--- src/rtl/seven_seg_capture_pkg.sv ---
// Shared constants for the seven-segment capture block: glyph table, FSM states, timing.
// Latency: none (declarations only).
// Backpressure: not applicable.
package sevseg_pkg;

  // Default settle window and the display driver's per-digit phase length
  localparam int STABLE_CYCLES_DEF = 4;
  localparam int PHASE_CYCLES      = 16;

  // Active-high segments, bit 6 = a ... bit 0 = g
  localparam logic [6:0] SEG_0     = 7'b1111110;
  localparam logic [6:0] SEG_1     = 7'b0110000;
  localparam logic [6:0] SEG_2     = 7'b1101101;
  localparam logic [6:0] SEG_3     = 7'b1111001;
  localparam logic [6:0] SEG_4     = 7'b0110011;
  localparam logic [6:0] SEG_5     = 7'b1011011;
  localparam logic [6:0] SEG_6     = 7'b1011111;
  localparam logic [6:0] SEG_7     = 7'b1110000;
  localparam logic [6:0] SEG_8     = 7'b1111111;
  localparam logic [6:0] SEG_9     = 7'b1111011;
  localparam logic [6:0] SEG_A     = 7'b1110111;
  localparam logic [6:0] SEG_B     = 7'b0011111;
  localparam logic [6:0] SEG_C     = 7'b1001110;
  localparam logic [6:0] SEG_D     = 7'b0111101;
  localparam logic [6:0] SEG_E     = 7'b1001111;
  localparam logic [6:0] SEG_F     = 7'b1000111;
  localparam logic [6:0] SEG_BLANK = 7'b0000000;

  // A byte always starts on the high digit, so WAIT_HI is the idle state
  typedef enum logic {
    WAIT_HI = 1'b0,
    WAIT_LO = 1'b1
  } cap_state_t;

endpackage

--- src/rtl/seven_seg_capture_if.sv ---
// Multiplexed two-digit seven-segment display bus: shared anode select plus 7 segments.
// Latency: none (wires only).
// Backpressure: none; the display free-runs and the receiver just observes.
interface seven_seg_capture_if;
  logic       anode;
  logic [6:0] led;

  modport master (output anode, output led);
  modport slave  (input anode, input led);
endinterface

--- src/rtl/seven_seg_capture_decoder.sv ---
// Inverse glyph table: segment pattern -> hex nibble, with legal and blank flags.
// Latency: combinational.
// Backpressure: not applicable.
module seg_pattern_decoder
  import sevseg_pkg::*;
(
  input  logic [6:0] led,
  output logic [3:0] nibble,
  output logic       legal,
  output logic       blank
);

  // Blank is reported separately so callers can ignore it without flagging an error
  always_comb begin
    nibble = 4'h0;
    legal  = 1'b1;
    blank  = 1'b0;
    case (led)
      SEG_0:     nibble = 4'h0;
      SEG_1:     nibble = 4'h1;
      SEG_2:     nibble = 4'h2;
      SEG_3:     nibble = 4'h3;
      SEG_4:     nibble = 4'h4;
      SEG_5:     nibble = 4'h5;
      SEG_6:     nibble = 4'h6;
      SEG_7:     nibble = 4'h7;
      SEG_8:     nibble = 4'h8;
      SEG_9:     nibble = 4'h9;
      SEG_A:     nibble = 4'hA;
      SEG_B:     nibble = 4'hB;
      SEG_C:     nibble = 4'hC;
      SEG_D:     nibble = 4'hD;
      SEG_E:     nibble = 4'hE;
      SEG_F:     nibble = 4'hF;
      SEG_BLANK: begin
        legal = 1'b0;
        blank = 1'b1;
      end
      default:   legal = 1'b0;
    endcase
  end

endmodule

--- src/rtl/seven_seg_capture.sv ---
// Recovers the byte shown on a multiplexed two-digit seven-segment bus (optional SEVSEG_CHANGE_ONLY_EN).
// Latency: STABLE_CYCLES+2 edges from the first edge seeing the final low digit to char_valid.
// Backpressure: none; pulses are single-cycle and the byte is held in char_out until replaced.
module seven_seg_capture
  import sevseg_pkg::*;
#(
  parameter int STABLE_CYCLES = STABLE_CYCLES_DEF
) (
  input  logic                clk,
  input  logic                rst,
  seven_seg_capture_if.slave  disp,
  output logic [7:0]          char_out,
  output logic                char_valid,
  output logic                seg_err
);

  // The settle window must close inside one display phase or digits are never accepted
  if (STABLE_CYCLES < 1 || STABLE_CYCLES >= PHASE_CYCLES) begin : g_bad_stable
    $error("STABLE_CYCLES must be in 1..%0d", PHASE_CYCLES - 1);
  end

  localparam logic [3:0] STAB_MAX = 4'(STABLE_CYCLES);

  logic       anode_q;
  logic [6:0] led_q;
  logic [7:0] prev_q;
  logic [3:0] stab_cnt;
  logic [3:0] stab_nxt;
  logic       changed;
  logic       evt_nxt;
  logic       sample_evt;
  logic       smp_anode;
  logic [6:0] smp_led;

  logic [3:0] nib;
  logic       legal;
  logic       blank;

  cap_state_t state_q, state_d;
  logic [3:0] hi_nib, hi_nib_d;
  logic [7:0] char_d;
  logic       valid_d;
  logic       err_d;

  // Register the raw pins once before any comparison
  always_ff @(posedge clk or posedge rst) begin
    if (rst) begin
      anode_q <= 1'b0;
      led_q   <= '0;
    end else begin
      anode_q <= disp.anode;
      led_q   <= disp.led;
    end
  end

  // Counter restarts on any change and saturates; the strobe fires only on the step into saturation
  always_comb begin
    changed  = ({anode_q, led_q} != prev_q);
    stab_nxt = changed ? 4'd1 : ((stab_cnt == STAB_MAX) ? stab_cnt : stab_cnt + 4'd1);
    evt_nxt  = (stab_nxt == STAB_MAX) && (changed || (stab_cnt != STAB_MAX));
  end

  // Snapshot the settled pattern with the strobe so the FSM sees it even if the pins move on
  always_ff @(posedge clk or posedge rst) begin
    if (rst) begin
      prev_q     <= '0;
      stab_cnt   <= '0;
      sample_evt <= 1'b0;
      smp_anode  <= 1'b0;
      smp_led    <= '0;
    end else begin
      prev_q     <= {anode_q, led_q};
      stab_cnt   <= stab_nxt;
      sample_evt <= evt_nxt;
      if (evt_nxt) begin
        smp_anode <= anode_q;
        smp_led   <= led_q;
      end
    end
  end

  seg_pattern_decoder u_dec (
    .led    (smp_led),
    .nibble (nib),
    .legal  (legal),
    .blank  (blank)
  );

`ifdef SEVSEG_CHANGE_ONLY_EN
  logic have_prev, have_prev_d;

  // Remembers that a byte has been reported since reset; char_out then equals the last reported byte
  always_ff @(posedge clk or posedge rst) begin
    if (rst) have_prev <= 1'b0;
    else     have_prev <= have_prev_d;
  end
`endif

  // Next-state and output decode, acting only on a settled non-blank digit
  always_comb begin
    state_d  = state_q;
    hi_nib_d = hi_nib;
    char_d   = char_out;
    valid_d  = 1'b0;
    err_d    = 1'b0;
`ifdef SEVSEG_CHANGE_ONLY_EN
    have_prev_d = have_prev;
`endif
    if (sample_evt && !blank) begin
      case (state_q)
        WAIT_HI: begin
          if (smp_anode) begin
            if (legal) begin
              hi_nib_d = nib;
              state_d  = WAIT_LO;
            end else begin
              err_d = 1'b1;
            end
          end
        end
        WAIT_LO: begin
          if (legal) begin
            if (smp_anode) begin
              // Back-to-back high phases: the newer high digit wins
              hi_nib_d = nib;
            end else begin
              char_d  = {hi_nib, nib};
              state_d = WAIT_HI;
`ifdef SEVSEG_CHANGE_ONLY_EN
              valid_d     = !have_prev || (char_d != char_out);
              have_prev_d = 1'b1;
`else
              valid_d = 1'b1;
`endif
            end
          end else begin
            err_d    = 1'b1;
            hi_nib_d = 4'h0;
            state_d  = WAIT_HI;
          end
        end
      endcase
    end
  end

  // State and registered outputs
  always_ff @(posedge clk or posedge rst) begin
    if (rst) begin
      state_q    <= WAIT_HI;
      hi_nib     <= 4'h0;
      char_out   <= 8'h00;
      char_valid <= 1'b0;
      seg_err    <= 1'b0;
    end else begin
      state_q    <= state_d;
      hi_nib     <= hi_nib_d;
      char_out   <= char_d;
      char_valid <= valid_d;
      seg_err    <= err_d;
    end
  end

endmodule

--- src/flat_wrapper.sv ---
// flat-port wrapper written by rule: the top's interface ports become plain ports
module seven_seg_capture_flat import sevseg_pkg::*;
#(
  parameter int STABLE_CYCLES = STABLE_CYCLES_DEF
)
  (clk, rst, char_out, char_valid, seg_err, disp_anode, disp_led);
  seven_seg_capture_if disp_i ();
  input  logic clk;
  input  logic rst;
  output logic [7:0] char_out;
  output logic char_valid;
  output logic seg_err;
  input wire logic [$bits(disp_i.anode)-1:0] disp_anode;
  input wire logic [$bits(disp_i.led)-1:0] disp_led;
  assign disp_i.anode = disp_anode;
  assign disp_i.led = disp_led;
  seven_seg_capture #(.STABLE_CYCLES(STABLE_CYCLES)) u_core (.clk(clk), .rst(rst), .disp(disp_i), .char_out(char_out), .char_valid(char_valid), .seg_err(seg_err));
endmodule
--- config.mk ---
export PLATFORM = sky130hd
export DESIGN_NAME = seven_seg_capture_flat
export DESIGN_NICKNAME = d
export VERILOG_FILES = /design/src/rtl/seven_seg_capture_pkg.sv /design/src/rtl/seven_seg_capture_if.sv /design/src/rtl/seven_seg_capture_decoder.sv /design/src/rtl/seven_seg_capture.sv /design/src/flat_wrapper.sv
export SDC_FILE = /design/constraint.sdc
export NUM_CORES = 1
export LEC_CHECK = 0
export ABC_AREA = 0
export CAP_MARGIN = 20
export CORE_UTILIZATION = 34
export CTS_CLUSTER_SIZE = 28
export DETAILED_ROUTE_END_ITERATION = 8
export DONT_BUFFER_PORTS = 1
export SLEW_MARGIN = 20
export SYNTH_ARGS = -nofsm -noshare
export SYNTH_HDL_FRONTEND = slang
export SYNTH_SLANG_ARGS = --single-unit
--- constraint.sdc ---
create_clock -name clk -period 2.24 [get_ports clk]
set_input_delay 0.224 -clock clk [delete_from_list [all_inputs] [get_ports clk]]
set_output_delay 0.224 -clock clk [all_outputs]
set_load 0.02 [all_outputs]
==> images/clock_nets.png <==
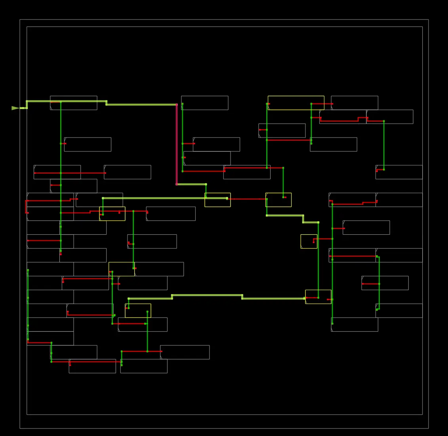
clock buf count: 6
registers: 44

==> flow_summary.toml <==
# synthesis and place-and-route metrics
[synth]
ys_seq_share_pct = 52.8
yosysTopAreaCell = "dfrtp_1"
xor_share_pct = 4.20
syn_area_um2 = 2080
ys_sh_simple_pct = 15.2
synth_warnings = 0
synthCells = 177
ys_cells = 177
ys_sh_adder_pct = 1.20
yosys.area.top_type_share_pct = 52.8
ys_top_cells_by_area = "dfrtp_1, mux2_4, mux2_2"
synth_cell_type_count = 39
syn_area_per_cell_um2 = 11.8
compound_area_share_pct = 9.06
ys_ff = 44
ys_chip_area_um2 = 2080
mux_share_pct = 12.5
syn_nets = 189
synthTopLogicFamily = "simple AND/OR/NAND/NOR gates"

[sta]
min_period_over_period_pct = 96.3
fin_crit_ns = 2.16
worst_hold_slack_ns = 0.382
rsz0062_at_grt = "no"
skew_ns = 0.00849
hold_viol = 0
worst_slew_pin_slew_ns = 0.677
slew-limit-headroom_pct = 54.6
fin_ws_ns = 0.0835
setup_violations = 0
fmax_ghz = 0.464
tns_ns = 0
slew_violations = 0

[place]
hpwl_um = 2590
place.gp.congestion = 0.863
dpl_cell_area_um2 = 2230
dp_cells = 259
numPortBuffers = 0
dp_slack_ns = 0.0236

[run_status]
status = "finished, final reports clean"

[global_routing]
antenna_found_initial = 0
grt_usage_pct = 12.8
overflow = 0
grt_pass1_vias = 1363
grt_pass1_wl_um = 6240
grt_max_degree = 21

[die]
tap_cells = 75
die_h_um = 80.3
row_count = 28
fp-utilization_pct = 35.2
ios = 20
dieArea_um2 = 6450
core_um2 = 5920
die_w_um = 80.3

[detailed_routing]
routed_wirelength_um = 3560
firstDrtPassIters = 4
vias_per_cell = 4.93
drc = 0
vias = 1376
ant_nets = 0
wl_per_cell_um = 12.7
drt_iter0_markers = 97

[critical_path]
start_kind = "flip-flop"
reg2reg_to = "u_core.hi_nib[3]"
timing.critical_path.from = "u_core.smp_led[6]"
crit_slowest_cell = "dfrtp_2"
worst_path_most_repeated_cell = "mux2_4"
crit_path_end = "u_core.hi_nib[3]"
cp.depth = 7
critPathKind = "reg -> reg"
required_ns = 2.42
worst_path_largest_cell_delay_ns = 0.45
rrSetupSlack_ns = 0.08
r2r-start = "u_core.smp_led[6]"
path_delay_family = "multiplexers"
crit_fanout = 7
cp_num_buf_inv = 1
worst-r2r-cell-count = 7
crit_chain = "buf_4 > and4bb_2 > a32oi_2 > nor2_1 > and4bb_4 > mux2_4 > mux2_4"
crit_arrival_ns = 2.34
endpoint_kind = "flip-flop"

[power_and_ir_drop]
switching_power_w = 0.000303
maxPowerGroup = "sequential cells"
power.density_nw_per_um2 = 605
vdd_drop_max_uv = 539
switching_share_pct = 20.2
power_frac_clock_pct = 42.3
seqPwrFrac_pct = 54.6
power.share.combinational_pct = 3.1
power_sequential_w = 0.000819
pg_comb_w = 0.0000462
leakage_nw = 1.12
pg_clk_w = 0.000634
power_w = 0.00150
p_int_w = 0.00120

[final_layout]
inv_count = 12
logic_area_um2 = 886
area_growth_pct = 18.8
postLayoutCoreUtil_pct = 41.8
clk_share_pct = 4.90
seq_share_pct = 44.7
nets = 215
n_antenna_cell = 0
logic_gates = 113
layout.cells.most_common = "dfrtp_1"
comb-cell-share_pct = 35.8
final_cell_mix = "dfrtp_1, buf_4, nand3_1"
layout-drive-gt1-share_pct = 27.9
area_share_nonclk_buffers_pct = 8.99
top_regs = "u_core.char_out: 8 flops, u_core.prev_q: 8 flops"
seq_area_um2 = 1110
instances_no_fill = 279
fillers = 524
fin_area_um2 = 2480
num-nonclk-buffers = 27
largestClassByArea = "registers"

[run]
max_cap_violations = 0
warning_count = 27

[clock_tree]
clockRootBuffer = "clkbuf_8"
clk_path_buf_depth = 2
cts_resized = 0
worst_skew_pair.late_latency_ns = 0.30
clk_pin_slew_ns = 0.08
cts_buffers = 5
htreeDepth = 2
cts_tree = "yes"
hold_buffers = 9
cts_sinks = 44
post-cts-setup-buffer-count = 0

[hold_path]
min_path_type = "in -> async"
==> images/ff_map.png <==
The bar under the picture is 20 um long.
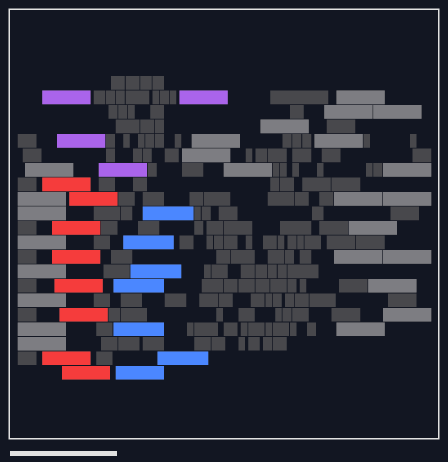
- `u_core.prev_q`: red (flops 8)
- `u_core.stab_cnt`: purple (flops 4; where north-west)
- `u_core.smp_led`: blue (flops 7)

## metal layers
metal  track usage (%)  vias to the layer above  share of wire (%)
met5                 0                        -                  0
met4              3.21                        0               0.59
met3              5.45                        4                5.8
met2              20.7                       44                 46
met1              15.5                      653                 48
li1                  -                      675                  -
## Yosys cell counts, drive strengths merged
cell and n:
o2bb2ai 1, o21ai 11, a21oi 4, and3 1, nand2 9, a21o 2
ha 2, o32ai 1, nand2b 2, inv 12, nand4 2, and4 1
a311oi 1, and4bb 2, xnor2 10, nor2b 2, a32oi 1, o211a 2
buf 8, nor3b 4, a211oi 1, nor4 1, a31oi 2, or3b 1
nor3 4, dfrtp 44, and2 2, a2111oi 1, nand3 12, and3b 2
a22o 1, nor2 8, mux2 18, mux2i 2
